==> src/rtl/irq_arbiter.sv <==
// Memory-mapped interrupt controller: synchronizes, latches and masks peripheral
// requests, then hands one at a time to the CPU through a fixed-priority arbiter.
module irq_arbiter #(
    parameter int         N_SRC = 4,
    parameter int         ID_W  = 3,
    parameter logic [7:0] BASE  = 8'h40
) (
    input  logic             clk,
    input  logic             reset,
    input  logic [N_SRC-1:0] src_irq_i,
    input  logic             kernel_i,
    input  logic             rd_i,
    input  logic             wr_i,
    input  logic [31:0]      addr_i,
    input  logic [31:0]      wdata_i,
    output logic [31:0]      rdata_o,
    output logic             irq_out_o,
    output logic             irq_active_o
);

    typedef enum logic [1:0] {
        IDLE,
        REQ,
        SERVICE
    } state_t;

    localparam logic [5:0] OFF_PEND  = BASE[7:2];
    localparam logic [5:0] OFF_MASK  = BASE[7:2] + 6'd1;
    localparam logic [5:0] OFF_EDGE  = BASE[7:2] + 6'd2;
    localparam logic [5:0] OFF_CAUSE = BASE[7:2] + 6'd3;
    localparam logic [5:0] OFF_EOI   = BASE[7:2] + 6'd4;

    logic [N_SRC-1:0] s1_q, s2_q, s3_q;
    logic [N_SRC-1:0] pend_q, pend_d;
    logic [N_SRC-1:0] mask_q;
    logic [N_SRC-1:0] edge_q;
    logic             cause_valid_q;
    logic [ID_W-1:0]  cause_id_q;
    logic             kernel_q;
    state_t           state_q;
    logic             irq_out_q;
    logic             irq_active_q;

    logic [N_SRC-1:0] req;
    logic             has_req;
    logic [ID_W-1:0]  win_id;
    logic             accept;
    logic             kernel_fall;
    logic [N_SRC-1:0] edge_set;
    logic [N_SRC-1:0] w1c_clr;
    logic [N_SRC-1:0] acc_clr;
    logic [5:0]       word;
    logic             wr_pend, wr_mask, wr_edge, wr_eoi;
    logic             unused_bits;

    assign word    = addr_i[7:2];
    assign wr_pend = wr_i && (word == OFF_PEND);
    assign wr_mask = wr_i && (word == OFF_MASK);
    assign wr_edge = wr_i && (word == OFF_EDGE);
    assign wr_eoi  = wr_i && (word == OFF_EOI);

    assign unused_bits = ^{addr_i[31:8], addr_i[1:0], wdata_i[31:N_SRC]};

    // Two flops for metastability, a third to spot rising edges of the clean signal.
    always_ff @(posedge clk or negedge reset) begin
        if (!reset) begin
            s1_q <= '0;
            s2_q <= '0;
            s3_q <= '0;
        end else begin
            s1_q <= src_irq_i;
            s2_q <= s1_q;
            s3_q <= s2_q;
        end
    end

    assign req         = pend_q & mask_q;
    assign has_req     = |req;
    assign accept      = (state_q == REQ) && has_req && kernel_i && !kernel_q;
    assign kernel_fall = kernel_q && !kernel_i;

    // Lowest index wins, so scan downwards and let later hits overwrite.
    always_comb begin
        win_id = '0;
        for (int i = N_SRC - 1; i >= 0; i--) begin
            if (req[i]) begin
                win_id = ID_W'(i);
            end
        end
    end

    always_comb begin
        acc_clr = '0;
        for (int i = 0; i < N_SRC; i++) begin
            if (accept && (win_id == ID_W'(i))) begin
                acc_clr[i] = 1'b1;
            end
        end
    end

    assign edge_set = s2_q & ~s3_q;
    assign w1c_clr  = wr_pend ? wdata_i[N_SRC-1:0] : '0;

    // A fresh edge in the same cycle as a clear keeps the bit set.
    assign pend_d = (edge_q & (edge_set | (pend_q & ~(w1c_clr | acc_clr))))
                  | (~edge_q & s2_q);

    always_ff @(posedge clk or negedge reset) begin
        if (!reset) begin
            pend_q <= '0;
            mask_q <= '0;
            edge_q <= '0;
        end else begin
            pend_q <= pend_d;
            if (wr_mask) begin
                mask_q <= wdata_i[N_SRC-1:0];
            end
            if (wr_edge) begin
                edge_q <= wdata_i[N_SRC-1:0];
            end
        end
    end

    // Outputs are written alongside each transition so they always match the next state.
    always_ff @(posedge clk or negedge reset) begin
        if (!reset) begin
            state_q       <= IDLE;
            irq_out_q     <= 1'b0;
            irq_active_q  <= 1'b0;
            cause_valid_q <= 1'b0;
            cause_id_q    <= '0;
            kernel_q      <= 1'b0;
        end else begin
            kernel_q <= kernel_i;
            case (state_q)
                IDLE: begin
                    if (has_req && !kernel_i) begin
                        state_q   <= REQ;
                        irq_out_q <= 1'b1;
                    end
                end
                REQ: begin
                    if (!has_req) begin
                        state_q   <= IDLE;
                        irq_out_q <= 1'b0;
                    end else if (accept) begin
                        state_q       <= SERVICE;
                        irq_out_q     <= 1'b0;
                        irq_active_q  <= 1'b1;
                        cause_valid_q <= 1'b1;
                        cause_id_q    <= win_id;
                    end
                end
                SERVICE: begin
                    if (wr_eoi || kernel_fall) begin
                        state_q       <= IDLE;
                        irq_active_q  <= 1'b0;
                        cause_valid_q <= 1'b0;
                    end
                end
                default: begin
                    state_q      <= IDLE;
                    irq_out_q    <= 1'b0;
                    irq_active_q <= 1'b0;
                end
            endcase
        end
    end

    always_comb begin
        rdata_o = '0;
        if (rd_i) begin
            if (word == OFF_PEND) begin
                rdata_o = {{(32 - N_SRC){1'b0}}, pend_q};
            end else if (word == OFF_MASK) begin
                rdata_o = {{(32 - N_SRC){1'b0}}, mask_q};
            end else if (word == OFF_EDGE) begin
                rdata_o = {{(32 - N_SRC){1'b0}}, edge_q};
            end else if (word == OFF_CAUSE) begin
                rdata_o = {cause_valid_q, {(31 - ID_W){1'b0}}, cause_id_q};
            end
        end
    end

    assign irq_out_o    = irq_out_q;
    assign irq_active_o = irq_active_q;

endmodule

==> config.mk <==
export PLATFORM = sky130hd
export DESIGN_NAME = irq_arbiter
export DESIGN_NICKNAME = d
export VERILOG_FILES = /design/src/rtl/irq_arbiter.sv
export SDC_FILE = /design/constraint.sdc
export NUM_CORES = 1
export LEC_CHECK = 0
export ABC_AREA = 1
export CAP_MARGIN = 10
export CORE_ASPECT_RATIO = 0.5
export CORE_MARGIN = 2
export CORE_UTILIZATION = 39
export CTS_CLUSTER_SIZE = 25
export DETAILED_ROUTE_END_ITERATION = 7
export PLACE_DENSITY = 0.94
export SKIP_CTS_REPAIR_TIMING = 1
export SLEW_MARGIN = 20
export SYNTH_ARGS = -nofsm -noshare
export SYNTH_HDL_FRONTEND = slang
export SYNTH_SLANG_ARGS = --single-unit
==> constraint.sdc <==
create_clock -name clk -period 2.5 [get_ports clk]
set_input_delay 0.25 -clock clk [delete_from_list [all_inputs] [get_ports clk]]
set_output_delay 0.25 -clock clk [all_outputs]
set_load 0.1 [all_outputs]
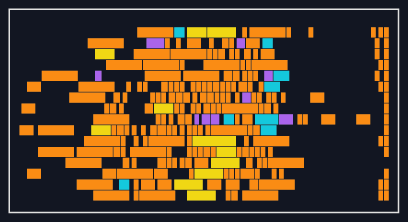
Fig. 1. Cells by drive strength (run 1).
Drawn at 4 px/um.
Yellow marks x6 and larger, cells 11, share 4.5%. Purple marks x2, cells 9, share 3.7%. Orange marks x1 and smaller, cells 216, share 89%. Cyan marks x3 and x4, cells 8, share 3.3%.

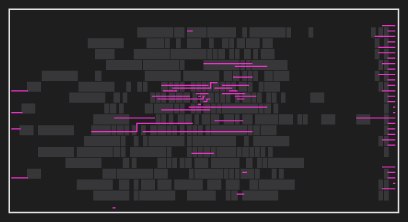
Fig. 2. The metal 3 layer (run 1).
Drawn at 4 px/um.
The wires run mostly horizontal. The layer holds 8.1% of the routed length. The layer carries 294 um of wire. 54 nets have wire on it. The longest straight run is 27.1 um.
global-route track usage on met3: 0.0348
final routed wirelength across all metal layers: 3640 um
total number of vias: 1,413

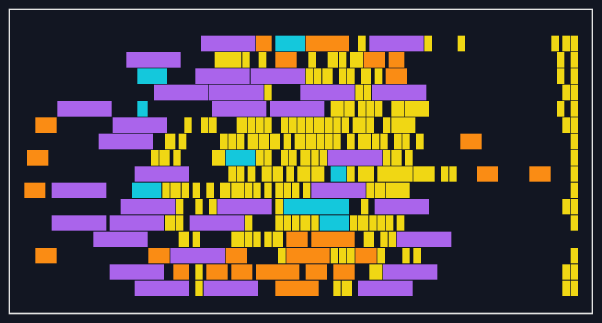
Fig. 3. Cell classes on the final placement (run 1).
Drawn at 6 px/um.
Purple marks sequential cells, cells 32, share of their area 40%. Orange marks remaining buffers and delay cells, cells 26, share of their area 15%. Cyan marks clock drivers and dummy loads, cells 8, share of their area 5.6%. Yellow marks remaining logic cells, cells 178, share of their area 39%.
final design utilization: 0.513
final design instance area without fill: 2070 sq um

==> deck_impl_summary.md, run 1 <==
Synthesis and Place & Route Summary

Status
  • Run status: finished, final reports clean

Critical path
  • Start-to-end type of the worst setup path: input port to output port
  • Data arrival time of the critical path: 1.83 ns
  • Critical path startpoint category: input port
  • Cell at the slowest stage of the critical path: sky130_fd_sc_hd__clkdlybuf4s50_1
  • Cell count of the worst reg-to-reg path: 7
  • Crit. Startpoint: addr_i[4]
  • Critical register-to-register path endpoint: cause_id_q[0]
  • Slack of the worst reg-to-reg path: 1.18 ns
  • CP Cell Sequence: clkdlybuf4s50_1 -> nor2_4 -> nand2_2 -> nor2_4 -> inv_2 -> nand2_1 -> nor2_1 -> nor2_1 -> buf_12
  • Worst R2R Start: state_q[0]
  • Worst Path Required: ~2.3 ns
  • Destination of the critical timing path: rdata_o[0]
  • Highest cell delay on the worst timing path: 0.46 ns
  • Setup crit end kind: output port

Final layout
  • Clock network area share: 0.0539
  • Clock buffer cells: 5
  • Non-filler instance count after layout: 298
  • Area of the multi-input gates: 693 sq um
  • Fill cells: approximately 350
  • Fraction of area in registers: 0.388
  • Layout sequential cell count: 32
  • Count of inverters not on the clock network in the layout: 24
  • Total inserted antenna cells: 0
  • Non-clk bufs: 26
  • Share of cells above drive strength 1: 0.115
  • Number of nets in the layout: roughly 320
  • Layout multi-input combinational cell count: 154
  • Most numerous logic cell after layout: sky130_fd_sc_hd__nand2_1
  • Largest class: sequential cells
  • Multi-input logic portion of the cell area: 0.336
  • Flip-flop and latch area: 801 sq um
  • Most frequent logic cells in the routed design: 71 x sky130_fd_sc_hd__nand2_1, 32 x sky130_fd_sc_hd__dfrtp_1, 27 x sky130_fd_sc_hd__conb_1, 23 x sky130_fd_sc_hd__inv_1, 18 x sky130_fd_sc_hd__clkdlybuf4s50_1

Yosys
  • Count leader, synth: sky130_fd_sc_hd__nand2_1
  • Adder-cell share of the synthesized area: 0
  • Area fraction of the dominant cell type after synthesis: 0.475
  • Number of flops mapped to enable cells by yosys: 0
  • Number of synthesized register bits: 32
  • Leading cell types by count after synthesis: 71 x sky130_fd_sc_hd__nand2_1, 32 x sky130_fd_sc_hd__dfrtp_1, 27 x sky130_fd_sc_hd__buf_4
  • Async S/R FF share, synth: 1.00
  • Largest family of logic cells by area: simple AND/OR/NAND/NOR gates
  • Share of the yosys chip area belonging to registers: 0.475
  • Syn Inst Count: 211
  • Average instance area after synthesis: 7.98 sq um
  • Library cells used by synthesis: 21
  • Post-synth mux share: 0
  • XOR/XNOR share of the synthesized area: 0
  • Most frequently used flop master after synthesis: sky130_fd_sc_hd__dfrtp_1
  • Ao+oa area frac: 0.0669
  • Yosys cell count: 211
  • Simple-gate share of the synthesized area: 0.282
  • Chip area in the Yosys report: ~1700 sq um
  • Yosys top cell by area: sky130_fd_sc_hd__dfrtp_1
  • Syn. warnings: 0
  • Syn Std Cell Area: ~1700 sq um
  • Main area contributors: sky130_fd_sc_hd__dfrtp_1 48%, sky130_fd_sc_hd__nand2_1 16%, sky130_fd_sc_hd__buf_4 12%

Power and ir drop
  • Clock network fraction of design power: 0.315
  • Part of the total power dissipated in sequential elements: 0.391
  • P_seq: slightly above 0.0006 W
  • Leakage power: about 1.0 nW
  • Main power-consuming group: registers
  • Power share of the combinational group: 0.294
  • Worst vdd ir: 0.291 mV
  • Design Power: between 0.0015 and 0.002 W
  • Power density normalized to cell area: 763 nW/um^2
  • Switching Power: 0.000617 W
  • Share of total power consumed by net switching: 0.392
  • Comb power: about 0.00046 W
  • Total clock network power: 0.000496 W
  • P_int: 0.000959 W

Run
  • Tally of max-capacitance violations: 0
  • Stage-log warning count: 80

Floorplanning
  • Initial standard-cell utilization of the core: 0.419
  • Ports placed on the boundary: 107
  • Chip width: 96.9 um
  • DIE HEIGHT: 50.5 um
  • Row Count: 16
  • Floorplan Core Area: about 4000 sq um
  • Die footprint: about 5000 sq um
  • Well Taps: 54

Final timing
  • Finish-stage setup viols: 0
  • Worst path setup slack after routing: roughly 0.42 ns
  • RSZ-0062 raised after global routing: no
  • Max Slew Vio Count: 0
  • Worst setup skew after layout: 0.00734 ns
  • Minimum clock period after layout: 2.08 ns
  • Maximum operating frequency: 480 MHz
  • Hold Worst Slack: 0.354 ns
  • Final Hold Violation Tally: 0
  • Final total negative setup slack: 0 ns

Route
  • Number of remaining DRC errors: 0
  • Number of iterations in the first detailed-routing pass: 4
  • Antenna Nets Post-Route: 0
  • Via density per instance: 4.74
  • Initial DRC Count: 140

Place
  • Hpwl dp: 2620 um
  • I/O Buffers: 25
  • Number of placed instances with taps included: between 200 and 300
  • Last weighted congestion value of the routability-driven placer: 0.916
  • Worst setup timing slack at the placement stage: 0.433 ns
  • Post-detailed-placement cell area: between 1500 and 2000 sq um

Clock tree
  • Root Buffer: sky130_fd_sc_hd__clkbuf_8
  • Clock-pin slew on the worst setup and hold paths: about 0.07 ns
  • Number of buffers added by the clock tree synthesis step: 5
  • Number of clock sinks: 32
  • Number of levels the H-tree was split into: 2
  • CTS max path bufs: 2
  • CTS tree: yes
  • Clk latency late pin: a little under 0.3 ns

Global routing
  • Global-route wire length before repair: 6240 um
  • Global Route Usage Sum: 0.164
  • Number of global-route vias before repair: between 1,000 and 1,500
  • Overflow after GRT: 0
  • Antenna violations before repair: 0
  • Maximum number of pins on one net before global-route repair: 33

Hold path
  • Hold Crit Class: input port to asynchronous set/reset pin
[run 1: sequential cells by signal, indices dropped and copies added, names as in the netlist]
register	cells
s1_q	4
pend_q	4
state_q	2
irq_out_o	1
kernel_q	1
cause_valid_q	1
mask_q	4
edge_q	4
cause_id_q	2
s3_q	4
s2_q	4
irq_active_o	1
[run 1: metal layers]
layer / wire length [um] / vias to the layer above / GRT usage
met5: 0 / - / 0
met4: 78 / 0 / 0.0822
met3: 293 / 9 / 0.0348
met2: 1790 / 87 / 0.269
met1: 1480 / 651 / 0.209
li1: - / 666 / -
[run 1: worst max-delay path: cells and delay by family]
family	cells	cell delay, ns
buffers and inverters	3	0.76
AND/OR/NAND/NOR	6	0.81
==> run 2: changes to the inputs <==
--- a/config.mk
+++ b/config.mk
@@ -9,10 +9,10 @@
 export CAP_MARGIN = 10
 export CORE_ASPECT_RATIO = 0.5
 export CORE_MARGIN = 2
-export CORE_UTILIZATION = 39
+export CORE_UTILIZATION = 33
 export CTS_CLUSTER_SIZE = 25
 export DETAILED_ROUTE_END_ITERATION = 7
-export PLACE_DENSITY = 0.94
+export PLACE_DENSITY = 0.86
 export SKIP_CTS_REPAIR_TIMING = 1
 export SLEW_MARGIN = 20
 export SYNTH_ARGS = -nofsm -noshare
==> constraint.sdc (replaced) <==
create_clock -name clk -period 1.7 [get_ports clk]
set_input_delay 0.17 -clock clk [delete_from_list [all_inputs] [get_ports clk]]
set_output_delay 0.17 -clock clk [all_outputs]
set_load 0.1 [all_outputs]
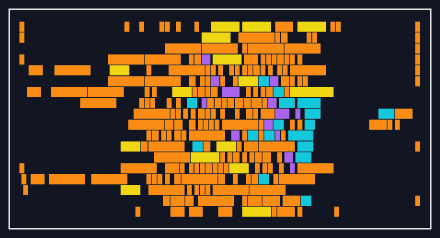
Fig. 4. Cells by drive strength (run 2).
Drawn at 4 px/um.
worst path setup slack after routing: 0.106 ns
final design instance area without fill: 2240 sq um
Non-clk bufs: 35
layout overhead on the synthesized area: 33.1%

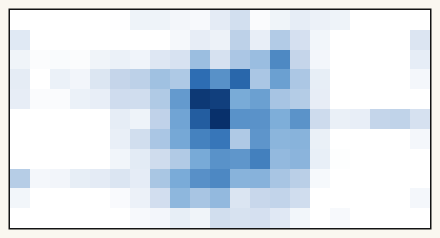
Fig. 5. Signal metal coverage by tile (run 2).
Drawn at 4 px/um. The die is cut into 21 by 11 equal tiles; white is low, dark blue is high, scaled to the fullest tile. Values are wire area over tile area, all layers added.
The fullest tile reaches 0.60. 37% of the tiles are nearly empty. 11% of the tiles are over half the peak. The mean over all tiles is 0.10.

==> run 2 against run 1 <==
Against the previous run: synthesized area is the same; first-iteration DRC count grew 9.3%; critical path type unchanged; worst hold slack lost 0.036 ns; sequential power grew 48%; cell area grew 8.5%; via count shrank 1.6%; non-clock buffer count grew 9; combinational power grew 58%; flip-flop count is the same; clock skew shrank 0.0018 ns; setup slack lost 0.31 ns; power grew 55%.
==> deck_impl_summary.md, run 2 <==
Synthesis and Place & Route Summary

Critical path
  • Critical path startpoint category: input port
  • Setup crit end kind: output port
  • CP delay by family, top: simple AND/OR/NAND/NOR gates
  • Worst Path Required: 1.53 ns
  • CP Cell Sequence: dlymetal6s2s_1 -> nor2_4 -> nand2_4 -> nor3_4 -> nand2_1 -> nand2_1 -> nor2_1 -> nor2_2 -> buf_12
  • Slack of the worst reg-to-reg path: 0.42 ns
  • Data arrival time of the critical path: 1.42 ns
  • Highest cell delay on the worst timing path: 0.29 ns
  • Critical register-to-register path endpoint: pend_q[0]
  • Buf+Inv Stages, Crit Path: 2
  • Cell count of the worst reg-to-reg path: 7
  • Worst R2R Start: state_q[0]
  • Start-to-end type of the worst setup path: input port to output port
  • Cell at the slowest stage of the critical path: sky130_fd_sc_hd__nor3_4

Yosys
  • Number of synthesized register bits: 32
  • Yosys cell count: 211
  • Syn Inst Count: 211
  • Most frequently used flop master after synthesis: sky130_fd_sc_hd__dfrtp_1
  • Async S/R FF share, synth: 1.00
  • Leading cell types by count after synthesis: 71 x sky130_fd_sc_hd__nand2_1, 32 x sky130_fd_sc_hd__dfrtp_1, 27 x sky130_fd_sc_hd__buf_4
  • Syn Std Cell Area: 1680 sq um
  • Share of the yosys chip area belonging to registers: 0.475
  • Syn. warnings: 0
  • Count leader, synth: sky130_fd_sc_hd__nand2_1
  • Chip area in the Yosys report: 1680 sq um
  • Yosys top cell by area: sky130_fd_sc_hd__dfrtp_1
  • Main area contributors: sky130_fd_sc_hd__dfrtp_1 48%, sky130_fd_sc_hd__nand2_1 16%, sky130_fd_sc_hd__buf_4 12%
  • Library cells used by synthesis: 21
  • Number of flops mapped to enable cells by yosys: 0

Floorplanning
  • Ports placed on the boundary: 107
  • Well Taps: 70
  • DIE HEIGHT: between 50 and 60 um
  • Die footprint: 5730 sq um
  • Initial standard-cell utilization of the core: 0.343

Power and ir drop
  • Design Power: approximately 0.0024 W
  • Part of the total power dissipated in sequential elements: 0.375
  • Power density normalized to cell area: 1090 nW/um^2
  • Leakage power: about 1.2 nW
  • P_seq: ~0.00091 W
  • Worst vdd ir: 0.410 mV
  • Comb power: about 0.00073 W
  • Total clock network power: 0.000796 W
  • Power share of the combinational group: 0.299

Final timing
  • Maximum operating frequency: 627 MHz
  • Max Slew Vio Count: 0
  • Finish-stage setup viols: 0
  • Worst setup skew after layout: 0.00559 ns
  • Hold Worst Slack: 0.318 ns
  • Minimum clock period after layout: 1.59 ns
  • Final total negative setup slack: 0 ns

Clock tree
  • Root Buffer: sky130_fd_sc_hd__clkbuf_8
  • Number of levels the H-tree was split into: 2
  • Clk latency late pin: 0.28 ns
  • CTS tree: yes
  • Number of buffers added by the clock tree synthesis step: 5
  • CTS max path bufs: 2
  • Number of clock sinks: 32
  • Clock-pin slew on the worst setup and hold paths: 0.07 ns

Final layout
  • Largest class: sequential cells
  • Count of inverters not on the clock network in the layout: 24
  • Multi-input logic portion of the cell area: 0.324
  • Share of cells above drive strength 1: 0.178
  • Layout multi-input combinational cell count: between 150 and 200
  • Flip-flop and latch area: 801 sq um
  • Non-filler instance count after layout: 323
  • Area of the multi-input gates: 726 sq um
  • Clock buffer cells: 7
  • Most frequent logic cells in the routed design: 70 x sky130_fd_sc_hd__nand2_1, 32 x sky130_fd_sc_hd__dfrtp_1, 27 x sky130_fd_sc_hd__conb_1, 20 x sky130_fd_sc_hd__inv_1
  • Number of nets in the layout: 325
  • Layout sequential cell count: 32
  • Total inserted antenna cells: 0
  • Most numerous logic cell after layout: sky130_fd_sc_hd__nand2_1

Place
  • Number of placed instances with taps included: 311
  • I/O Buffers: 25
  • Worst setup timing slack at the placement stage: -0.187 ns
  • Last weighted congestion value of the routability-driven placer: 0.879
  • Hpwl dp: roughly 2700 um

Route
  • Total number of vias: 1,391
  • Number of remaining DRC errors: 0
  • Final routed wirelength across all metal layers: 3590 um
  • Number of iterations in the first detailed-routing pass: 4
  • Initial DRC Count: 153
  • Antenna Nets Post-Route: 0

Global routing
  • Number of global-route vias before repair: between 1,000 and 1,500
  • Global-route wire length before repair: 5870 um
  • Antenna violations before repair: 0
  • Global Route Usage Sum: 0.136
  • Maximum number of pins on one net before global-route repair: 33

Run
  • Stage-log warning count: 81
  • Tally of max-capacitance violations: 0

Status
  • Run status: finished, final reports clean

Hold path
  • Hold Crit Class: input port to flip-flop
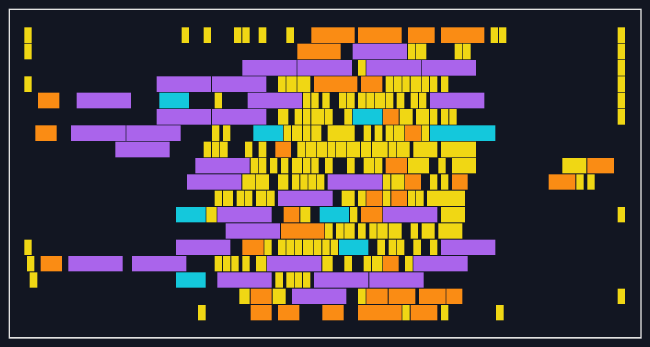
Fig. 6. Cell classes on the final placement (run 2).
Drawn at 6 px/um.
Orange marks remaining buffers and delay cells, cells 35, share of their area 19%. Purple marks sequential cells, cells 32, share of their area 37%. Yellow marks remaining logic cells, cells 178, share of their area 38%. Cyan marks clock drivers and dummy loads, cells 8, share of their area 5.9%.
Row Count: 18
fraction of area in registers: 0.357
final design utilization: 0.456
Floorplan Core Area: 4910 sq um

run 2: logic make-up (layout without fill, tap and decap cells):
logic type             count (synthesis)  in the layout  share of synthesized area
AND-OR/OR-AND                         21             21                     0.0669
buffers and inverters                 51             67                      0.174
flip-flops                            32             32                      0.475
other                                  1             27                    0.00223
AND/OR/NAND/NOR                      106            106                      0.282
run 2: routing by layer:
metal  part of all wire  track usage
met5                  0            0
met4              0.017       0.0467
met3              0.061       0.0405
met2               0.52        0.263
met1               0.40        0.149
run 2: worst max path at each step:
stage | startpoint | to | cells after the start
floorplan | addr_i[7] | rdata_o[31] | 5
global placement | addr_i[4] | rdata_o[1] | 9
detailed placement | addr_i[2] | rdata_o[0] | 8
CTS | addr_i[2] | rdata_o[0] | 8
global route | addr_i[5] | rdata_o[0] | 9
finish | addr_i[5] | rdata_o[0] | 9
==> run 3: changes to the inputs <==
--- a/config.mk
+++ b/config.mk
@@ -10,7 +10,6 @@
 export CORE_ASPECT_RATIO = 0.5
 export CORE_MARGIN = 2
 export CORE_UTILIZATION = 33
-export CTS_CLUSTER_SIZE = 25
 export DETAILED_ROUTE_END_ITERATION = 7
 export PLACE_DENSITY = 0.86
 export SKIP_CTS_REPAIR_TIMING = 1
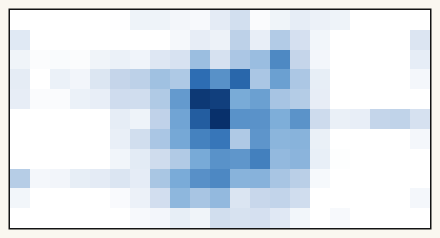
Fig. 7. Signal metal coverage by tile (run 3).
Drawn at 4 px/um. The die is cut into 21 by 11 equal tiles; white is low, dark blue is high, scaled to the fullest tile. Values are wire area over tile area, all layers added.
37% of the tiles are nearly empty. The fullest tile reaches 0.60. The mean over all tiles is 0.10.
total number of vias: 1,391
wire length per cell: 11.1 um
final routed wirelength across all metal layers: 3590 um
Global Route Usage Sum: 0.136

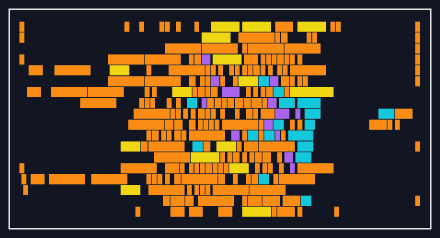
Fig. 8. Cells by drive strength (run 3).
Drawn at 4 px/um.
Orange marks x1 and smaller, cells 208, share 82%. Yellow marks x6 and larger, cells 15, share 5.9%. Cyan marks x3 and x4, cells 17, share 6.7%. Purple marks x2, cells 13, share 5.1%.

==> run 3 against run 2 <==
Against the previous run: critical path depth unchanged; core utilization did not move; sequential power hardly changed; flip-flop count unchanged; synthesized cell count unchanged; global-route usage unchanged; worst hold slack unchanged; register-to-register slack barely moved; wire length is the same; non-clock buffer count is the same; maximum frequency did not move; largest cell class unchanged; largest power group unchanged.
==> deck_impl_summary.md, run 3 <==
Synthesis and Place & Route Summary

Final layout
  • Layout overhead on the synthesized area: 33.1%
  • Non-clk bufs: 35
  • Flip-flop and latch area: 801 sq um
  • Count of inverters not on the clock network in the layout: 24
  • Total inserted antenna cells: 0
  • Number of nets in the layout: 325
  • Area of the multi-input gates: between 700 and 800 sq um
  • Largest class: sequential cells
  • Final design utilization: 0.456
  • Most frequent logic cells in the routed design: 70 x sky130_fd_sc_hd__nand2_1, 32 x sky130_fd_sc_hd__dfrtp_1, 27 x sky130_fd_sc_hd__conb_1, 20 x sky130_fd_sc_hd__inv_1
  • Fraction of area in registers: 0.357
  • Layout sequential cell count: 32
  • Clock buffer cells: 7
  • Final design instance area without fill: 2240 sq um
  • Multi-input logic portion of the cell area: 0.324
  • Fill cells: 437
  • Clock network area share: 0.0564
  • Area share of buffers outside the clock network: 0.183
  • Share of cells above drive strength 1: 0.178
  • Most numerous logic cell after layout: sky130_fd_sc_hd__nand2_1
  • Non-filler instance count after layout: 323
  • Layout multi-input combinational cell count: 154

Final timing
  • Minimum clock period after layout: 1.59 ns
  • Final total negative setup slack: 0 ns
  • Maximum operating frequency: 627 MHz
  • Max Slew Vio Count: 0
  • Hold Worst Slack: around 0.32 ns
  • Post-layout period usage: 0.938
  • Worst setup skew after layout: approximately 0.0056 ns
  • Finish-stage setup viols: 0
  • Final Hold Violation Tally: 0
  • Worst path setup slack after routing: roughly 0.11 ns

Critical path
  • Largest fanout on the critical path: 5
  • Data arrival time of the critical path: about 1.4 ns
  • Cell count of the worst reg-to-reg path: 7
  • Worst R2R Start: state_q[0]
  • CP delay by family, top: simple AND/OR/NAND/NOR gates
  • Setup crit end kind: output port
  • Start-to-end type of the worst setup path: input port to output port
  • Crit. Startpoint: addr_i[5]
  • Buf+Inv Stages, Crit Path: 2
  • Cell at the slowest stage of the critical path: sky130_fd_sc_hd__nor3_4
  • Slack of the worst reg-to-reg path: between 0.4 and 0.5 ns
  • Critical path's most frequent cell: sky130_fd_sc_hd__nand2_1
  • Levels on crit path: 9
  • CP Cell Sequence: dlymetal6s2s_1 -> nor2_4 -> nand2_4 -> nor3_4 -> nand2_1 -> nand2_1 -> nor2_1 -> nor2_2 -> buf_12
  • Highest cell delay on the worst timing path: about 0.29 ns
  • Worst Path Required: 1.53 ns
  • Destination of the critical timing path: rdata_o[0]
  • Critical register-to-register path endpoint: pend_q[0]
  • Critical path startpoint category: input port

Place
  • Worst setup timing slack at the placement stage: -0.187 ns
  • Number of placed instances with taps included: roughly 310
  • Last weighted congestion value of the routability-driven placer: 0.879
  • Post-detailed-placement cell area: 2040 sq um
  • I/O Buffers: 25
  • Hpwl dp: around 2700 um

Clock tree
  • Number of buffers added by the clock tree synthesis step: 5
  • CTS tree: yes
  • Number of clock sinks: 32
  • Clock-pin slew on the worst setup and hold paths: 0.07 ns
  • Root Buffer: sky130_fd_sc_hd__clkbuf_8
  • CTS max path bufs: 2
  • Clk latency late pin: 0.28 ns
  • Number of levels the H-tree was split into: 2

Yosys
  • XOR/XNOR share of the synthesized area: 0
  • Simple-gate share of the synthesized area: 0.282
  • Chip area in the Yosys report: roughly 1700 sq um
  • Number of flops mapped to enable cells by yosys: 0
  • Syn Inst Count: 211
  • Syn. warnings: 0
  • Syn Std Cell Area: 1680 sq um
  • Share of the yosys chip area belonging to registers: 0.475
  • Async S/R FF share, synth: 1.00
  • Adder-cell share of the synthesized area: 0
  • Largest family of logic cells by area: simple AND/OR/NAND/NOR gates
  • Count leader, synth: sky130_fd_sc_hd__nand2_1
  • Library cells used by synthesis: 21
  • Yosys top cell by area: sky130_fd_sc_hd__dfrtp_1
  • Yosys cell count: between 200 and 250
  • Main area contributors: sky130_fd_sc_hd__dfrtp_1 48%, sky130_fd_sc_hd__nand2_1 16%, sky130_fd_sc_hd__buf_4 12%
  • Post-synth mux share: 0
  • Leading cell types by count after synthesis: 71 x sky130_fd_sc_hd__nand2_1, 32 x sky130_fd_sc_hd__dfrtp_1, 27 x sky130_fd_sc_hd__buf_4
  • Number of synthesized register bits: 32
  • Average instance area after synthesis: 7.98 sq um
  • Most frequently used flop master after synthesis: sky130_fd_sc_hd__dfrtp_1
  • Area fraction of the dominant cell type after synthesis: 0.475
  • Ao+oa area frac: 0.0669

Global routing
  • Overflow after GRT: 0
  • Maximum number of pins on one net before global-route repair: 33
  • Antenna violations before repair: 0
  • Number of global-route vias before repair: 1,333
  • Global-route wire length before repair: 5870 um

Route
  • Antenna Nets Post-Route: 0
  • Number of remaining DRC errors: 0
  • Initial DRC Count: 153
  • Number of iterations in the first detailed-routing pass: 4
  • Via density per instance: ~4.3

Power and ir drop
  • Power share of the combinational group: 0.299
  • Switching Power: 0.000897 W
  • Design Power: 0.00244 W
  • Worst vdd ir: roughly 0.4 mV
  • Leakage power: 1.16 nW
  • Part of the total power dissipated in sequential elements: 0.375
  • Share of total power consumed by net switching: 0.368
  • Power density normalized to cell area: 1090 nW/um^2
  • P_int: 0.00154 W
  • Clock network fraction of design power: 0.326

Run
  • Tally of max-capacitance violations: 0
  • Stage-log warning count: 81

Floorplanning
  • Die footprint: 5730 sq um
  • Row Count: 18
  • Floorplan Core Area: 4910 sq um
  • Chip width: 105 um
  • Ports placed on the boundary: between 100 and 150
  • Initial standard-cell utilization of the core: 0.343
  • Well Taps: around 70
  • DIE HEIGHT: 54.5 um

Hold path
  • Endpoint with the worst hold slack: s1_q[2]
  • Hold Crit Class: input port to flip-flop
  • Worst min-delay path startpoint: src_irq_i[2]
  • Hold path cells: 1

Status
  • Run status: finished, final reports clean
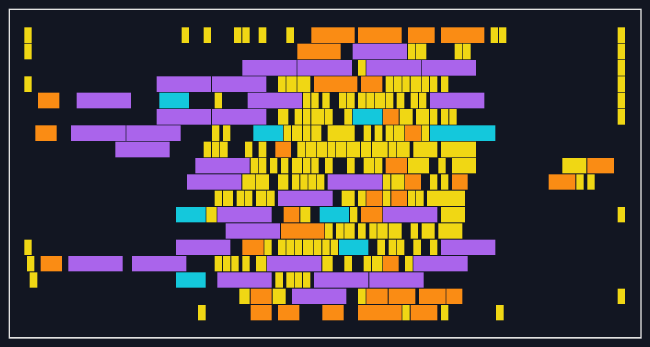
Fig. 9. Cell classes on the final placement (run 3).
Drawn at 6 px/um.
Orange marks remaining buffers and delay cells, cells 35, share of their area 19%. Cyan marks clock drivers and dummy loads, cells 8, share of their area 5.9%. Purple marks sequential cells, cells 32, share of their area 37%. Yellow marks remaining logic cells, cells 178, share of their area 38%.

## run 3: metal layers
layer / wire length, um / GRT usage / part of all wire / vias up
met1: 1440 / 0.149 / 0.40 / 650
li1: - / - / - / 685
met3: 218 / 0.0405 / 0.061 / 7
met4: 61 / 0.0467 / 0.017 / 0
met5: 0 / 0 / 0 / -
met2: 1860 / 0.263 / 0.52 / 49
## run 3: power groups by stage
| stage | registers [W] | logic [W] | clock network [W] |
|---|---|---|---|
| floorplan | 0.00102 | 0.000471 | 0 |
| global placement | 0.000920 | 0.000707 | 0 |
| detailed placement | 0.000927 | 0.000718 | 0 |
| CTS | 0.000913 | 0.000721 | 0.000803 |
| global route | 0.000924 | 0.000780 | 0.000850 |
| finish | 0.000914 | 0.000730 | 0.000796 |
Power and IR drop assume default switching activity.
